==> config.mk <==
export PLATFORM = sky130hd
export DESIGN_NAME = alu_seq
export DESIGN_NICKNAME = d
export VERILOG_FILES = /design/src/rtl/alu_seq_pkg.sv /design/src/rtl/alu_seq_alu_slice.sv /design/src/rtl/alu_seq.sv
export SDC_FILE = /design/constraint.sdc
export NUM_CORES = 1
export LEC_CHECK = 0
export CORE_MARGIN = 4
export CORE_UTILIZATION = 40
export DETAILED_ROUTE_END_ITERATION = 8
export PLACE_DENSITY = 0.72
export SLEW_MARGIN = 20
export SYNTH_ARGS = -nofsm -noshare
export SYNTH_HDL_FRONTEND = slang
export SYNTH_SLANG_ARGS = --single-unit
==> constraint.sdc <==
create_clock -name clk -period 2.1 [get_ports clk]
set_input_delay 0.42 -clock clk [delete_from_list [all_inputs] [get_ports clk]]
set_output_delay 0.42 -clock clk [all_outputs]
set_load 0.01 [all_outputs]
==> src/rtl/alu_seq_pkg.sv <==
// Shared definitions for the bit-serial ALU: op codes, FSM states, op helpers.
package alu_seq_pkg;

    localparam logic [2:0] OP_MOV = 3'b000;
    localparam logic [2:0] OP_NOT = 3'b001;
    localparam logic [2:0] OP_ADD = 3'b010;
    localparam logic [2:0] OP_SUB = 3'b011;
    localparam logic [2:0] OP_OR  = 3'b100;
    localparam logic [2:0] OP_AND = 3'b101;

    typedef enum logic [1:0] {
        IDLE = 2'b00,
        BUSY = 2'b01,
        DONE = 2'b10
    } state_e;

    // ADD and SUB are the only ops that use the carry chain.
    function automatic logic isArith(input logic [2:0] op);
        return (op == OP_ADD) || (op == OP_SUB);
    endfunction

    // Codes 110 and 111 are reserved and produce an all-zero result.
    function automatic logic isValidOp(input logic [2:0] op);
        return op <= OP_AND;
    endfunction

endpackage

==> src/rtl/alu_seq_alu_slice.sv <==
// Combinational SLICE-bit ALU slice. SUB inverts b here; the +1 of the
// two's complement arrives through c_i, which the top loads for SUB.
module alu_slice
    import alu_seq_pkg::*;
#(
    parameter int SLICE = 1
) (
    input  logic [SLICE-1:0] a_i,
    input  logic [SLICE-1:0] b_i,
    input  logic             c_i,
    input  logic [2:0]       op_i,
    output logic [SLICE-1:0] r_o,
    output logic             c_o,
    output logic             c_msb_o
);

    logic [SLICE-1:0] bOp;
    logic [SLICE:0]   sum;

    // Slice result, carry out of the slice and carry into its top bit.
    always_comb begin
        bOp     = (op_i == OP_SUB) ? ~b_i : b_i;
        sum     = {1'b0, a_i} + {1'b0, bOp} + {{SLICE{1'b0}}, c_i};
        c_o     = isArith(op_i) ? sum[SLICE] : 1'b0;
        c_msb_o = isArith(op_i) ? (sum[SLICE-1] ^ a_i[SLICE-1] ^ bOp[SLICE-1]) : 1'b0;
        case (op_i)
            OP_MOV:  r_o = a_i;
            OP_NOT:  r_o = ~a_i;
            OP_ADD,
            OP_SUB:  r_o = sum[SLICE-1:0];
            OP_OR:   r_o = a_i | b_i;
            OP_AND:  r_o = a_i & b_i;
            default: r_o = '0;
        endcase
    end

endmodule

==> src/rtl/alu_seq.sv <==
// Bit-serial ALU: processes SLICE bits per cycle LSB-first with a
// valid/ready handshake on both sides. Define ALU_SEQ_FLAGS_EN to drive the
// zero/neg/ovf flags; otherwise those ports are tied to 0.
module alu_seq
    import alu_seq_pkg::*;
#(
    parameter int WIDTH = 8,
    parameter int SLICE = 1
) (
    input  logic             clk,
    input  logic             rst_n,
    input  logic             in_valid,
    output logic             in_ready,
    input  logic [WIDTH-1:0] a,
    input  logic [WIDTH-1:0] b,
    input  logic [2:0]       ALUOp,
    output logic             out_valid,
    input  logic             out_ready,
    output logic [WIDTH-1:0] r,
    output logic             c_out,
    output logic             zero,
    output logic             neg,
    output logic             ovf
);

    localparam int NSLICE = WIDTH / SLICE;
    localparam int CW     = $clog2(NSLICE) + 1;

`ifdef ALU_SEQ_FLAGS_EN
    localparam bit FLAGS_EN = 1'b1;
`else
    localparam bit FLAGS_EN = 1'b0;
`endif

    state_e           state_q, state_d;
    logic [WIDTH-1:0] a_q, a_d, b_q, b_d, r_q, r_d;
    logic [2:0]       op_q, op_d;
    logic             carry_q, carry_d;
    logic [CW-1:0]    cnt_q, cnt_d;
    logic             c_out_q, c_out_d;
    logic             zero_q, zero_d, neg_q, neg_d, ovf_q, ovf_d;

    logic [SLICE-1:0] sliceR;
    logic             sliceCout, sliceCmsb;
    logic [WIDTH-1:0] sliceExt;
    logic             lastSlice;

    alu_slice #(.SLICE(SLICE)) u_slice (
        .a_i    (a_q[SLICE-1:0]),
        .b_i    (b_q[SLICE-1:0]),
        .c_i    (carry_q),
        .op_i   (op_q),
        .r_o    (sliceR),
        .c_o    (sliceCout),
        .c_msb_o(sliceCmsb)
    );

    assign lastSlice = (cnt_q == CW'(NSLICE - 1));

    // Next-state and datapath: capture in IDLE, shift slices in BUSY, hold in DONE.
    always_comb begin
        state_d  = state_q;
        a_d      = a_q;
        b_d      = b_q;
        r_d      = r_q;
        op_d     = op_q;
        carry_d  = carry_q;
        cnt_d    = cnt_q;
        c_out_d  = c_out_q;
        zero_d   = zero_q;
        neg_d    = neg_q;
        ovf_d    = ovf_q;
        sliceExt = '0;
        sliceExt[SLICE-1:0] = sliceR;
        case (state_q)
            IDLE: begin
                if (in_valid) begin
                    a_d     = a;
                    b_d     = b;
                    op_d    = ALUOp;
                    cnt_d   = '0;
                    carry_d = (ALUOp == OP_SUB);
                    c_out_d = 1'b0;
                    zero_d  = 1'b0;
                    neg_d   = 1'b0;
                    ovf_d   = 1'b0;
                    state_d = BUSY;
                end
            end
            BUSY: begin
                a_d     = a_q >> SLICE;
                b_d     = b_q >> SLICE;
                r_d     = (r_q >> SLICE) | (sliceExt << (WIDTH - SLICE));
                carry_d = sliceCout;
                cnt_d   = cnt_q + 1'b1;
                if (lastSlice) begin
                    state_d = DONE;
                    c_out_d = sliceCout;
                    zero_d  = isValidOp(op_q) && (r_d == '0);
                    neg_d   = isValidOp(op_q) && r_d[WIDTH-1];
                    ovf_d   = sliceCout ^ sliceCmsb;
                end
            end
            DONE: begin
                if (out_ready) begin
                    state_d = IDLE;
                end
            end
            default: state_d = IDLE;
        endcase
    end

    // State and datapath registers, cleared asynchronously by rst_n.
    always_ff @(posedge clk or negedge rst_n) begin
        if (!rst_n) begin
            state_q <= IDLE;
            a_q     <= '0;
            b_q     <= '0;
            r_q     <= '0;
            op_q    <= OP_MOV;
            carry_q <= 1'b0;
            cnt_q   <= '0;
            c_out_q <= 1'b0;
            zero_q  <= 1'b0;
            neg_q   <= 1'b0;
            ovf_q   <= 1'b0;
        end else begin
            state_q <= state_d;
            a_q     <= a_d;
            b_q     <= b_d;
            r_q     <= r_d;
            op_q    <= op_d;
            carry_q <= carry_d;
            cnt_q   <= cnt_d;
            c_out_q <= c_out_d;
            zero_q  <= zero_d;
            neg_q   <= neg_d;
            ovf_q   <= ovf_d;
        end
    end

    assign in_ready  = (state_q == IDLE);
    assign out_valid = (state_q == DONE);
    assign r         = r_q;
    assign c_out     = c_out_q;
    assign zero      = FLAGS_EN ? zero_q : 1'b0;
    assign neg       = FLAGS_EN ? neg_q  : 1'b0;
    assign ovf       = FLAGS_EN ? ovf_q  : 1'b0;

endmodule

**Met2 routing**

(4 px per um)
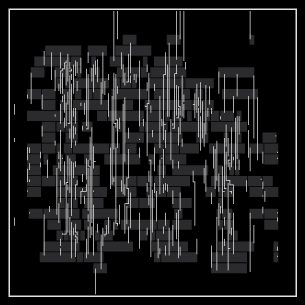
wire length on this layer: 1580 um
longest straight run: 24.1 um
nets with wire on the layer: 189
main direction: vertical

==> run_results.csv <==
group,metric,value,unit
outcome,status,"completed",
finish,final_core_util,0.558,
finish,layout.nets,222,
synth,netlist_area,0.00161,mm^2
clock_tree,cts_buffers,5,
synth,top_area_cell,"dfrtp_1",
pwr,p_sw_frac,0.344,
floorplanning,die-area,0.00509,mm^2
pwr,p_sw,0.943,mW
floorplanning,num_tap_cells,48,
finish,area.share.sequential,0.416,
synth,synth_warnings,0,
pwr,power.share.clock,0.192,
critical_path,arrival,1.45,ns
finish,final.signal_inverter_count,3,
synth,common_cells,"nand2_1, dfrtp_1, o21ai_0, a22oi_1",
clock_tree,clock_sinks,35,
synth,synth_area_per_cell,10.2,um^2
route,ant_nets,0,
pwr,powerDensity,1300,mW/mm^2
critical_path,start_kind,"register",
critical_path,worstSetupPathType,"register to output port",
finish,buffers_excl_clock,43,
floorplanning,core,0.00377,mm^2
final_timing,rsz0062_at_grt,"no",
global_route,grt_pass1_wl,5820,um
pwr,pwr-share-comb,0.391,
route,drt_first_pass_iters,4,
final_timing,fmax,535,MHz
critical_path,critical-path-max-stage-delay,0.53,ns
route,via_count,1260,
critical_path,worstSetupEndpointType,"output port",
global_route,grt_pass1_vias,1355,
global_route,grt_overflow_total,0,
finish,area.sequential,876,um^2
route,viasPerCell,5.12,
place,gp_congestion,0.783,
finish,syn_to_final_growth,31.2,%
final_timing,final.setup.tns,0,ns
finish,fin_cells,246,
finish,fillCellCount,326,
clock_tree,clk-insertion-delay-late,0.28,ns
final_timing,setup_violations,0,
pwr,power.group.top,"registers",
critical_path,cp_slowest_cell,"clkdlybuf4s50_1",
synth,simple_gate_share,0.161,
finish,clkCellAreaFrac,0.0475,
clock_tree,cts-root-buf,"clkbuf_8",
final_timing,period_used_share,0.890,
route,drtIter0Drc,50,
pwr,comb_power,1.07,mW
pwr,p_int,1.80,mW
synth,yosysTopAreaCellShare,0.546,
synth,synthArstFlopShare,1.00,
global_route,antenna_found_initial,0,
pwr,p_clk,0.527,mW
finish,comb_share,0.310,
synth,ys_sh_mux,0.0499,
synth,numSynthFlops,35,
critical_path,cp_cell_sequence,"nand2b_1 -> inv_1 -> clkdlybuf4s50_1",
pwr,finalPower,2.74,mW
finish,ff_count,35,
finish,drive_gt1_frac,0.121,
clock_tree,cts_tree,"built",
synth,top_cell,"nand2_1",
synth,adder_share,0.0203,
synth,ff_type,"dfrtp_1",
global_route,grt_max_degree,36,
synth,edf_count,0,
synth,syn_inst,158,
final_timing,hold_viol_final,0,
synth,yosys_cells,158,
hold_path,min_path_type,"register to register",
critical_path,cp_num_buf_inv,2,
final_timing,slew_violations,0,
synth,topCombFamilyByArea,"AND-OR/OR-AND gates",
floorplanning,die_height,71.4,um
finish,largest_class,"sequential cells",
synth,synth_xor_xnor_area_share,0.00546,
route,drt-wirelength-per-cell,13.5,um
floorplanning,fp_util,0.426,
synth,ys_seq_frac,0.546,
clock_tree,holdBufCountCts,0,
final_timing,period_needed,1.87,ns
floorplanning,ios,37,
pwr,ir_worst_vdd,0.000499,V
critical_path,required,1.68,ns
place,placedInstanceArea,0.00201,mm^2
place,placed_cells,238,
finish,logic_gates,109,
final_timing,fin_worst_skew,0.00542,ns
clock_tree,clockBufferDepth,2,
pwr,seqPwrFrac,0.417,
route,drc,0,
route,drt-total-wl,3330,um
finish,buf_share,0.193,
place,dp_hpwl,2480,um
synth,yosys-stat-area,0.00161,mm^2
clock_tree,cts_setup_buffers,0,
job,cap_violations,0,
critical_path,cp_max_fo,8,
finish,clkbuf_count,8,
final_timing,final.setup.worst_slack,0.231,ns
finish,diodes,0,
clock_tree,htree_levels,2,
job,warnings,26,
synth,ys_sh_aoi,0.164,
pwr,seq_power,1.14,mW
critical_path,crit_family,"buffers and inverters",
final_timing,holdWs,0.476,ns
place,io_buffers,33,
place,place_ws,0.237,ns
pwr,leakagePower,0.945,nW
finish,logic_area,653,um^2
synth,area_leaders,"dfrtp_1, nand2_1, a22oi_1",
floorplanning,num_rows,22,
floorplanning,die_w,71.4,um
finish,finalInstanceArea,0.00211,mm^2
clock_tree,clk_pin_slew,0.06,ns
synth,synth.distinct_cells,36,
clock_tree,cts_resized,0,
**Congestion heat map**

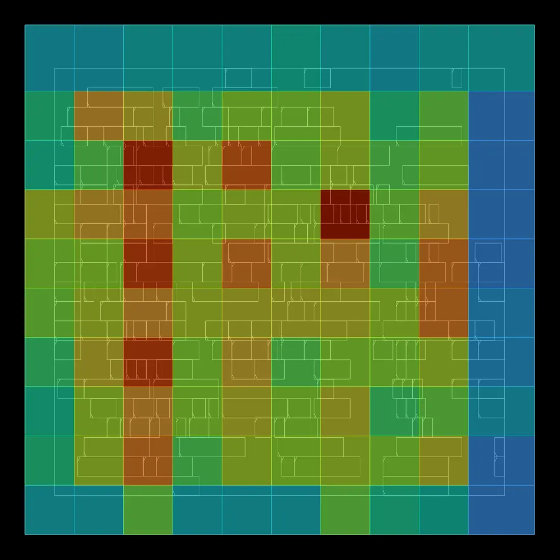
met1 Track Usage GR: 0.176
gr usage total: 0.144

-- final timing paths --
check | slack, ns | to | start | cells past startpoint
min in group asynchronous | 0.55 | r[4] | rst_n | 2
setup reg to reg | 0.40 | r[7] | op_q[2] | 6
hold / removal | 0.48 | cnt_q[3] | cnt_q[3] | 1
max in group asynchronous | 1.22 | cnt_q[3] | rst_n | 2
hold reg to reg | 0.48 | cnt_q[3] | cnt_q[3] | 1
setup / recovery | 0.23 | out_valid | state_q[1] | 3
-- layout by cell type, fill, tap and decap left out --
cell type | synthesis | final
mux2_2 | 4 | 4
mux2i_1 | 2 | 2
clkdlybuf4s50_1 | 0 | 33
nand4_1 | 1 | 1
clkbuf_1 | 4 | 1
clkbuf_8 | 0 | 7
o21ai_0 | 17 | 17
nand2_1 | 39 | 39
o21ai_1 | 1 | 1
or2_2 | 1 | 1
nand2b_1 | 3 | 3
a311oi_1 | 1 | 1
o21bai_1 | 1 | 1
and2_0 | 1 | 1
dfrtp_1 | 35 | 35
and3b_1 | 1 | 1
or3b_1 | 1 | 1
a22o_1 | 4 | 4
ha_1 | 1 | 1
a221o_1 | 1 | 1
buf_4 | 3 | 10
nor3b_1 | 1 | 1
nor3_1 | 1 | 1
inv_1 | 3 | 3
and2b_1 | 1 | 1
mux2_4 | 1 | 1
a22oi_1 | 14 | 14
nor2b_2 | 1 | 1
fa_1 | 1 | 1
nand3b_1 | 1 | 1
nor2_1 | 2 | 2
conb_1 | 1 | 3
nor2b_1 | 2 | 2
a31oi_1 | 1 | 1
xor2_1 | 1 | 1
-- per-layer routing --
layer | up-vias | part of all wire | GRT usage
met2 | 45 | 0.47 | 0.230
li1 | 615 | - | -
met1 | 597 | 0.43 | 0.176
met5 | - | 0 | 0
met4 | 0 | 0.0093 | 0.0459
met3 | 3 | 0.090 | 0.0603
Power figures rest on the tool's default switching activity, not on a simulated workload.
